Clock wires, drivers and flops:
Scale bar: 50 um.
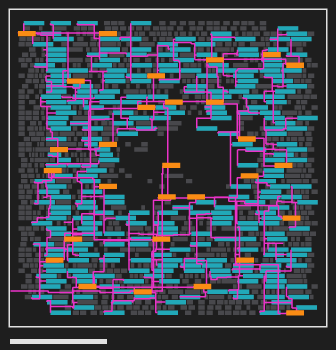
Signal metal coverage by tile:
The die is cut into 33 by 33 equal tiles; dark blue is low, red is high, scaled to the fullest tile. Values are wire area over tile area, all layers added.
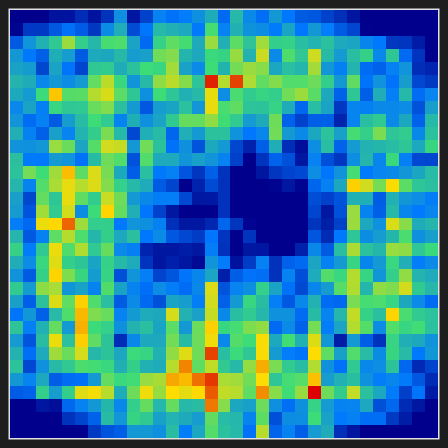
Sizing map:
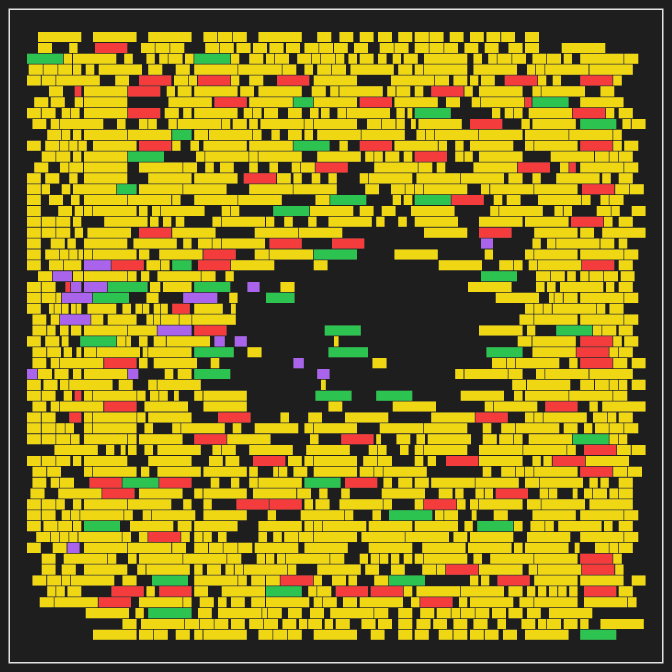
Placed standard cells:
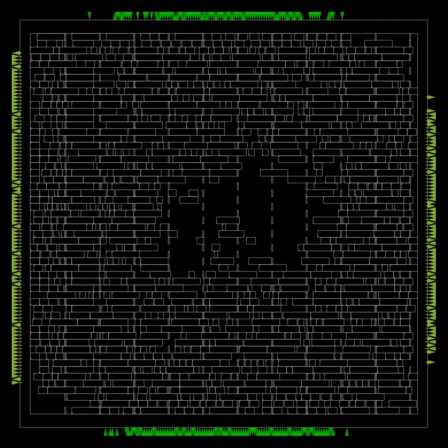
`src/rtl/ring_drain.sv`:
```
// ring_drain: drains a multi-lane ring-buffer read port into a single
// valid/ready output stream.
//
// Each batch is a contiguous prefix of valid lanes, taken from lane 0 up to
// the first invalid lane. The batch is captured into a small staging array
// and presented one entry per cycle. The next batch is loaded in the same
// cycle that the last staged entry pops, so the stream has no bubbles.
//
// Ports
//   clk        rising-edge clock
//   reset      synchronous, active-high; clears all state and forces outputs to 0
//   flush_     active-low; drops staged entries and blocks loading
//   rd         per-lane read data (READ x DATA)
//   ridx       per-lane ring index (READ x ADDR)
//   rv         per-lane valid, ACT polarity
//   re         per-lane consume, ACT polarity, combinational
//   out_valid  a staged entry is present
//   out_ready  downstream accepts the head entry
//   out_data   head entry data
//   out_idx    head entry ring index
//   out_last   head entry is the final staged entry of the batch
module ring_drain #(
    parameter int unsigned DATA = 64,
    parameter int unsigned READ = 4,
    parameter int unsigned ADDR = 4,
    parameter bit          ACT  = 1'b0
) (
    input  logic                       clk,
    input  logic                       reset,
    input  logic                       flush_,
    input  logic [READ-1:0][DATA-1:0]  rd,
    input  logic [READ-1:0][ADDR-1:0]  ridx,
    input  logic [READ-1:0]            rv,
    output logic [READ-1:0]            re,
    output logic                       out_valid,
    input  logic                       out_ready,
    output logic [DATA-1:0]            out_data,
    output logic [ADDR-1:0]            out_idx,
    output logic                       out_last
);

    localparam bit ENABLE  = ACT ? 1'b1 : 1'b0;
    localparam bit DISABLE = ~ENABLE;

    // cnt spans 0..READ; ptr spans 0..READ-1
    localparam int unsigned CW = $clog2(READ + 1);
    localparam int unsigned PW = (READ > 1) ? $clog2(READ) : 1;

    typedef struct packed {
        logic [DATA-1:0] data;
        logic [ADDR-1:0] idx;
    } entry_t;

    entry_t          slot [READ];
    logic [CW-1:0]   cnt;
    logic [CW-1:0]   cnt_d;
    logic [PW-1:0]   ptr;
    logic [PW-1:0]   ptr_d;
    logic [CW-1:0]   avail;
    logic            staged;
    logic            tail;
    logic            pop;
    logic            load;

    // Count the leading valid lanes; the first invalid lane ends the run.
    always_comb begin
        logic run;
        avail = '0;
        run   = 1'b1;
        for (int i = 0; i < READ; i++) begin
            if (run && (rv[i] == ENABLE)) begin
                avail = avail + CW'(1);
            end else begin
                run = 1'b0;
            end
        end
    end

    // Head/tail status and handshake qualifiers.
    always_comb begin
        staged = (cnt != '0);
        // The head is the last staged entry when exactly one remains (cnt - ptr == 1).
        tail   = staged && ((CW'(ptr) + CW'(1)) == cnt);
        pop    = out_valid && out_ready;
        // A new batch may land only when staging is empty or about to become empty.
        load   = !reset && flush_ && (!staged || (tail && pop)) && (avail != '0);
    end

    // Lane consume: a contiguous prefix of the valid run, only on load.
    always_comb begin
        re = {READ{DISABLE}};
        for (int i = 0; i < READ; i++) begin
            if (load && (CW'(i) < avail)) begin
                re[i] = ENABLE;
            end
        end
    end

    // Next-state for the staging count and read pointer.
    always_comb begin
        cnt_d = cnt;
        ptr_d = ptr;
        if (!flush_) begin
            cnt_d = '0;
            ptr_d = '0;
        end else if (load) begin
            cnt_d = avail;
            ptr_d = '0;
        end else if (pop) begin
            if (tail) begin
                cnt_d = '0;
                ptr_d = '0;
            end else begin
                ptr_d = ptr + PW'(1);
            end
        end
    end

    // Staging state; reset wipes the slots as well so nothing stale can reappear.
    always_ff @(posedge clk) begin
        if (reset) begin
            cnt <= '0;
            ptr <= '0;
            for (int i = 0; i < READ; i++) begin
                slot[i] <= '0;
            end
        end else begin
            cnt <= cnt_d;
            ptr <= ptr_d;
            if (load) begin
                for (int i = 0; i < READ; i++) begin
                    if (CW'(i) < avail) begin
                        slot[i] <= '{data: rd[i], idx: ridx[i]};
                    end
                end
            end
        end
    end

    // Output view of the head entry, forced to zero while reset is held.
    always_comb begin
        out_valid = !reset && staged;
        out_last  = out_valid && tail;
        out_data  = reset ? '0 : slot[ptr].data;
        out_idx   = reset ? '0 : slot[ptr].idx;
    end

endmodule

```
`config.mk`:
```
export PLATFORM = sky130hd
export DESIGN_NAME = ring_drain
export DESIGN_NICKNAME = d
export VERILOG_FILES = /design/src/rtl/ring_drain.sv
export SDC_FILE = /design/constraint.sdc
export NUM_CORES = 1
export LEC_CHECK = 0
export CAP_MARGIN = 20
export CORE_MARGIN = 4
export CORE_UTILIZATION = 52
export DETAILED_ROUTE_END_ITERATION = 10
export PLACE_DENSITY = 0.87
export SLEW_MARGIN = 10
export SYNTH_ARGS = -nofsm -noshare
export SYNTH_HDL_FRONTEND = slang
export SYNTH_SLANG_ARGS = --single-unit
```
`constraint.sdc`:
```
create_clock -name clk -period 5.75 [get_ports clk]
set_input_delay 1.15 -clock clk [delete_from_list [all_inputs] [get_ports clk]]
set_output_delay 1.15 -clock clk [all_outputs]
set_load 0.005 [all_outputs]
```
==> reports/metrics.cfg <==
[status]
outcome = finished, final reports clean

[worst_setup_path]
critPathKind = input pin to primary output
slowest_delay_ns = 0.62
crit_buf_inv = 3
end_kind = primary output
critical_path.slowest_cell = nor3b_1
rrSetupSlack_ns = 1.61
timing.rr.start = ptr[0]$_SDFFE_PP0N_

[global_route]
grt_pass1_vias = 8564
grt.total_usage_pct = 24.9
antenna_found_initial = 0
grt_overflow = 0

[yosys]
top_cell = and2_1
postSynth.asyncResetShare_pct = 0
yosys_cells = 788
netlist_instances = 788
edf_count = 272
synth-main-ff-cell = edfxtp_1
netlist_area_um2 = 12500

[cells_and_area]
n_antenna_cell = 0

[clock_tree]
htree_levels = 1
cts-buffers-inserted = 29

[drt]
vias_per_cell = 5.38
wl_um = 33500
post_drt_wl_per_cell_um = 22.8
drtIter0Drc = 501

[hold_path]
holdPathEnd = cnt[1]$_SDFFE_PP0P_

[sta]
final-hold-violation-count = 0
tns_ns = 0

[floorplan]
dieWidth_um = 163
ioPinCount = 354

[run]
warnings = 26

[placed_design]
finalWeightedCongestion = 0.844

-- 'clock wires, drivers and flops' (at the start) --
[magenta] clock wires | length: 3310 um
[cyan] flip-flops | count: 279
[orange] cells driving clock nets | count: 29
flops lie: widely spread
routed clock nets: 30
Final Skew: 0.00984 ns
P_clk: 0.00187 W
Worst-Skew Late Latency: 0.53 ns
Clock Power Share: 40.3%

-- 'signal metal coverage by tile' (at the start) --
densest ninth of the die: bottom middle
fullest tile: 0.59
emptiest ninth of the die: middle
tiles over half the peak: 22%
nearly empty tiles: 7.1%
mean over tiles: 0.21

-- 'sizing map' (at the start) --
[purple] drive 3 to 4 | cells: 17
[red] drive 2 | cells: 75
[green] drive 6 and up | cells: 40
[yellow] drive 1 or less | cells: 1018
area delta synth->final: 38.6%
cell area after layout: 17400 um^2
final setup margin: 0.758 ns

-- 'placed standard cells' (at the start) --
FF+latch count: 279
core area: 23600 um^2
fin util: 73.5%
Final Instance Count excl. Fillers: 1469

[per-stage QoR]
stage / hold WS, ns / instance area (um^2) / power (W) / util (%) / cells
after floorplan: 0.475 / 12500 / 0.00251 / - / 788
after global placement: 0.517 / 16300 / 0.00280 / 69.1 / 1413
after detailed placement: 0.502 / 16300 / 0.00281 / 69.1 / 1413
after CTS: 0.532 / 17300 / 0.00467 / 73.2 / 1466
after global routing: 0.559 / 17400 / 0.00480 / 73.5 / 1469
final: 0.542 / 17400 / 0.00465 / 73.5 / 1469
[worst register-to-register path, cell delays in order (launching register included)]
cell     delay, ns
dfxtp_1       0.41
ha_1          0.29
xor2_1        0.16
nor4_2        0.58
a21oi_2       0.31
nor3_4        0.32
buf_4         0.63
or2_4         0.94
[routing by layer]
metal	vias up	track usage [%]	share of wire (%)	routed length, um
met2	388	43.0	51	17100
met4	0	9.07	3.9	1320
met5	-	0	0	0
met3	78	5.15	8.0	2680
li1	3524	-	-	-
met1	3911	31.4	37	12400
[final cells by class]
cell class / count / area, um^2
inverter: 6 / 22.5
tap: 319 / 399
clock buffer: 40 / 807
timing repair buffer: 361 / 3660
sequential: 279 / 8320
fill: 1468 / 6250
clock inverter: 13 / 143
multi-input combinational: 451 / 4010
[registers in the layout (all words and copies together), names as in the netlist, named ones only]
signal / count
ptr: 2
cnt: 3
slot: 272
[power breakdown]
| part | total, W | switching [W] | leakage [nW] | internal (W) |
|---|---|---|---|---|
| Combinational | 0.000430 | 0.000153 | 2.88 | 0.000276 |
| Clock | 0.00187 | 0.000763 | 0.467 | 0.00111 |
| Sequential | 0.00235 | 0.0000260 | 2.90 | 0.00232 |
Power and IR drop assume default switching activity.
